Fig. 1: clock routing
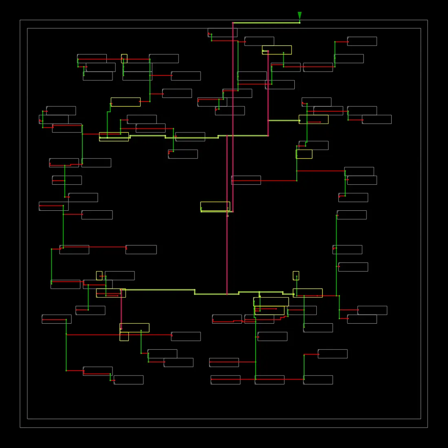
Fig. 2: metal 3
Drawn at 3 px/um. Cells faint in the background.
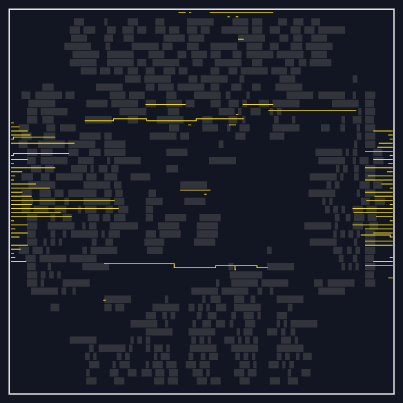
==> config.mk <==
export PLATFORM = sky130hd
export DESIGN_NAME = mul_arbiter
export DESIGN_NICKNAME = d
export VERILOG_FILES = /design/src/rtl/mul_arbiter.sv
export SDC_FILE = /design/constraint.sdc
export NUM_CORES = 1
export LEC_CHECK = 0
export ABC_AREA = 0
export CAP_MARGIN = 25
export CELL_PAD_IN_SITES_DETAIL_PLACEMENT = 1
export CELL_PAD_IN_SITES_GLOBAL_PLACEMENT = 2
export CORE_MARGIN = 2
export CORE_UTILIZATION = 19
export DETAILED_ROUTE_END_ITERATION = 6
export PLACE_DENSITY = 0.86
export SLEW_MARGIN = 20
export SYNTH_ARGS = -nofsm -noshare
export SYNTH_HDL_FRONTEND = slang
export SYNTH_SLANG_ARGS = --single-unit
export TNS_END_PERCENT = 50
==> constraint.sdc <==
create_clock -name clk -period 1.4 [get_ports clk]
set_input_delay 0.28 -clock clk [delete_from_list [all_inputs] [get_ports clk]]
set_output_delay 0.28 -clock clk [all_outputs]
set_load 0.02 [all_outputs]
==> src/rtl/mul_arbiter.sv <==
// Purpose : round-robin arbiter sharing one unsigned_mul between two requesters.
// Latency : mul_start one cycle after the sampling IDLE cycle; done one cycle after mul_done.
// Backpressure: requests are sampled only in IDLE; a request holds until its done pulse.
//
// Ports:
//   clk, n_rst              clock, asynchronous active-low reset
//   req0/req1, m0/q0, m1/q1 requests and their 16-bit operands (stable while req high)
//   done0/done1             single-cycle completion pulse to the granted requester
//   rsp_result, err         32-bit product (held until next capture), timeout flag
//   busy                    high whenever the FSM is not IDLE
//   mul_m/mul_q, mul_start  operands and start pulse to the shared multiplier
//   mul_result, mul_done    product and completion from the shared multiplier
//
// Optional feature: define MUL_TIMEOUT_EN to abort a WAIT lasting TIMEOUT_CYC cycles,
// returning 32'hFFFF_FFFF with err=1. Without it the block waits on mul_done forever.
module mul_arbiter #(
    parameter int unsigned TIMEOUT_CYC = 64
) (
    input  logic        clk,
    input  logic        n_rst,
    input  logic        req0,
    input  logic        req1,
    input  logic [15:0] m0,
    input  logic [15:0] q0,
    input  logic [15:0] m1,
    input  logic [15:0] q1,
    output logic        done0,
    output logic        done1,
    output logic [31:0] rsp_result,
    output logic        err,
    output logic        busy,
    output logic [15:0] mul_m,
    output logic [15:0] mul_q,
    output logic        mul_start,
    input  logic [31:0] mul_result,
    input  logic        mul_done
);

    typedef enum logic [1:0] {
        S_IDLE  = 2'd0,
        S_ISSUE = 2'd1,
        S_WAIT  = 2'd2,
        S_RESP  = 2'd3
    } state_e;

    state_e      state_q, state_d;
    logic        last_q, last_d;     // requester served most recently
    logic        grant_q, grant_d;   // requester owning the current operation
    logic [15:0] m_q, m_d;
    logic [15:0] qop_q, qop_d;
    logic [31:0] rsp_q, rsp_d;

    // A zero timeout would make the WAIT state meaningless.
    if (TIMEOUT_CYC < 1) begin : g_timeout_range
        $error("TIMEOUT_CYC must be at least 1");
    end

`ifdef MUL_TIMEOUT_EN
    localparam int unsigned CNT_W = (TIMEOUT_CYC > 1) ? $clog2(TIMEOUT_CYC) : 1;
    logic [CNT_W-1:0] cnt_q, cnt_d;  // WAIT cycles elapsed, starting at 0
    logic             err_q, err_d;  // current response is a timeout abort
`endif

    always_comb begin
        state_d = state_q;
        last_d  = last_q;
        grant_d = grant_q;
        m_d     = m_q;
        qop_d   = qop_q;
        rsp_d   = rsp_q;
`ifdef MUL_TIMEOUT_EN
        cnt_d   = cnt_q;
        err_d   = err_q;
`endif
        unique case (state_q)
            S_IDLE: begin
                if (req0 || req1) begin
                    // On a tie the requester not served last wins.
                    grant_d = (req0 && req1) ? ~last_q : req1;
                    m_d     = grant_d ? m1 : m0;
                    qop_d   = grant_d ? q1 : q0;
                    state_d = S_ISSUE;
                end
            end
            S_ISSUE: begin
                // mul_done is deliberately not looked at here.
                state_d = S_WAIT;
`ifdef MUL_TIMEOUT_EN
                cnt_d   = '0;
                err_d   = 1'b0;
`endif
            end
            S_WAIT: begin
                if (mul_done) begin
                    rsp_d   = mul_result;
                    state_d = S_RESP;
                end
`ifdef MUL_TIMEOUT_EN
                else if (cnt_q == CNT_W'(TIMEOUT_CYC - 1)) begin
                    rsp_d   = 32'hFFFF_FFFF;
                    err_d   = 1'b1;
                    state_d = S_RESP;
                end else begin
                    cnt_d = cnt_q + CNT_W'(1);
                end
`endif
            end
            S_RESP: begin
                last_d  = grant_q;
                state_d = S_IDLE;
            end
            default: state_d = S_IDLE;
        endcase
    end

    always_ff @(posedge clk or negedge n_rst) begin
        if (!n_rst) begin
            state_q <= S_IDLE;
            last_q  <= 1'b1;
            grant_q <= 1'b0;
            m_q     <= 16'h0000;
            qop_q   <= 16'h0000;
            rsp_q   <= 32'h0000_0000;
        end else begin
            state_q <= state_d;
            last_q  <= last_d;
            grant_q <= grant_d;
            m_q     <= m_d;
            qop_q   <= qop_d;
            rsp_q   <= rsp_d;
        end
    end

`ifdef MUL_TIMEOUT_EN
    always_ff @(posedge clk or negedge n_rst) begin
        if (!n_rst) begin
            cnt_q <= '0;
            err_q <= 1'b0;
        end else begin
            cnt_q <= cnt_d;
            err_q <= err_d;
        end
    end

    assign err = (state_q == S_RESP) && err_q;
`else
    assign err = 1'b0;
`endif

    // Pulses decode straight from the state register so reset clears them at once.
    assign mul_start  = (state_q == S_ISSUE);
    assign done0      = (state_q == S_RESP) && !grant_q;
    assign done1      = (state_q == S_RESP) &&  grant_q;
    assign busy       = (state_q != S_IDLE);
    assign mul_m      = m_q;
    assign mul_q      = qop_q;
    assign rsp_result = rsp_q;

endmodule

==> results.txt <==
Summary of the current implementation state.

- The flow ran to the end, but the final reports show violations.
- The checks that failed: setup timing.
- The slack of the critical path is -164 ps, for reference.
- The maximum clock rate is 639 MHz, for reference.
- The required time at the endpoint of the critical path is 1120 ps, for reference.
- For reference, the final report shows the hold violation count at 0.
- The number of warnings the tools reported is 33, for reference.
- The residual DRC count is 0, for reference.
- The startpoint of the most critical register-to-register path is state_q[1], for reference.
- For reference, the top cells by area after synthesis are dfrtp_1 58%, mux2_2 13%, a21oi_1 11%.
- The number of gates resized after CTS was 100.
- The synthesis report lists the Yosys warning total as 0.
- The switching power share of the total is 38.4%, for reference.
- In the floorplan report the effective utilization is 19.3%.
- Hold analysis lists the worst path endpoint as mul_m[0].
- The DRC violation total after the first TritonRoute iteration is 69, for reference.
- The heaviest power group is combinational cells, for reference.
- The dominant register cell is dfrtp_1, for reference.
- At floorplan, the net count of the design was reported as ~380.
- The design has 68 sequential cells.
- For this run, global-route usage on met2 was measured as 23.9%.
- STA classifies the critical path startpoint as a flip-flop.
- The combinational power is ~6.7 mW, for reference.
- The number of antenna violations at the first check in global routing is 0, for reference.
- The minimum clock period after layout is 1560 ps, for reference.
- The maximum fanout count along the critical path is 3, for reference.
- Per the detail_route report, the via count comes to 2,765.
- In the final report, the number of endpoints failing setup comes to 37.
About Fig. 1:
number of clock buffers in the layout: 10
number of buffers created by CTS: 9
Sink Count: 68
later-pin clock latency in the skew report: 330 ps

About Fig. 2:
nets with wire on the layer: 72
main direction: horizontal
wire length on this layer: 670 um

-- critical path: stages (launching register included) --
cell and delay, ps:
dfrtp_1 400, buf_6 140, ha_4 160, and2_4 130, buf_6 120
-- cells by family after synthesis --
group,count (synthesis),synth area share [%]
compound gates,71,13.0
simple gates,69,9.21
flops,68,58.6
mux,34,13.2
buf+inv,21,3.79
fa+ha+maj,5,2.15
other cells,1,0.129
-- through the flow --
step           instances  setup TNS (ps)  hold slack, ps
2_1_floorplan        269           -72.1           -15.6
3_3_place_gp         631          -11030             319
3_5_place_dp         631          -14230             325
4_1_cts              651           -5110             473
5_1_grt              655           -5940             492
6_report             655           -3230             491
-- flip-flops by register name (all words and copies together), names as in the netlist --
name and flops:
mul_m 16, last_q 1, rsp_result 32, state_q 2
grant_q 1, mul_q 16
Power figures rest on the tool's default switching activity, not on a simulated workload.
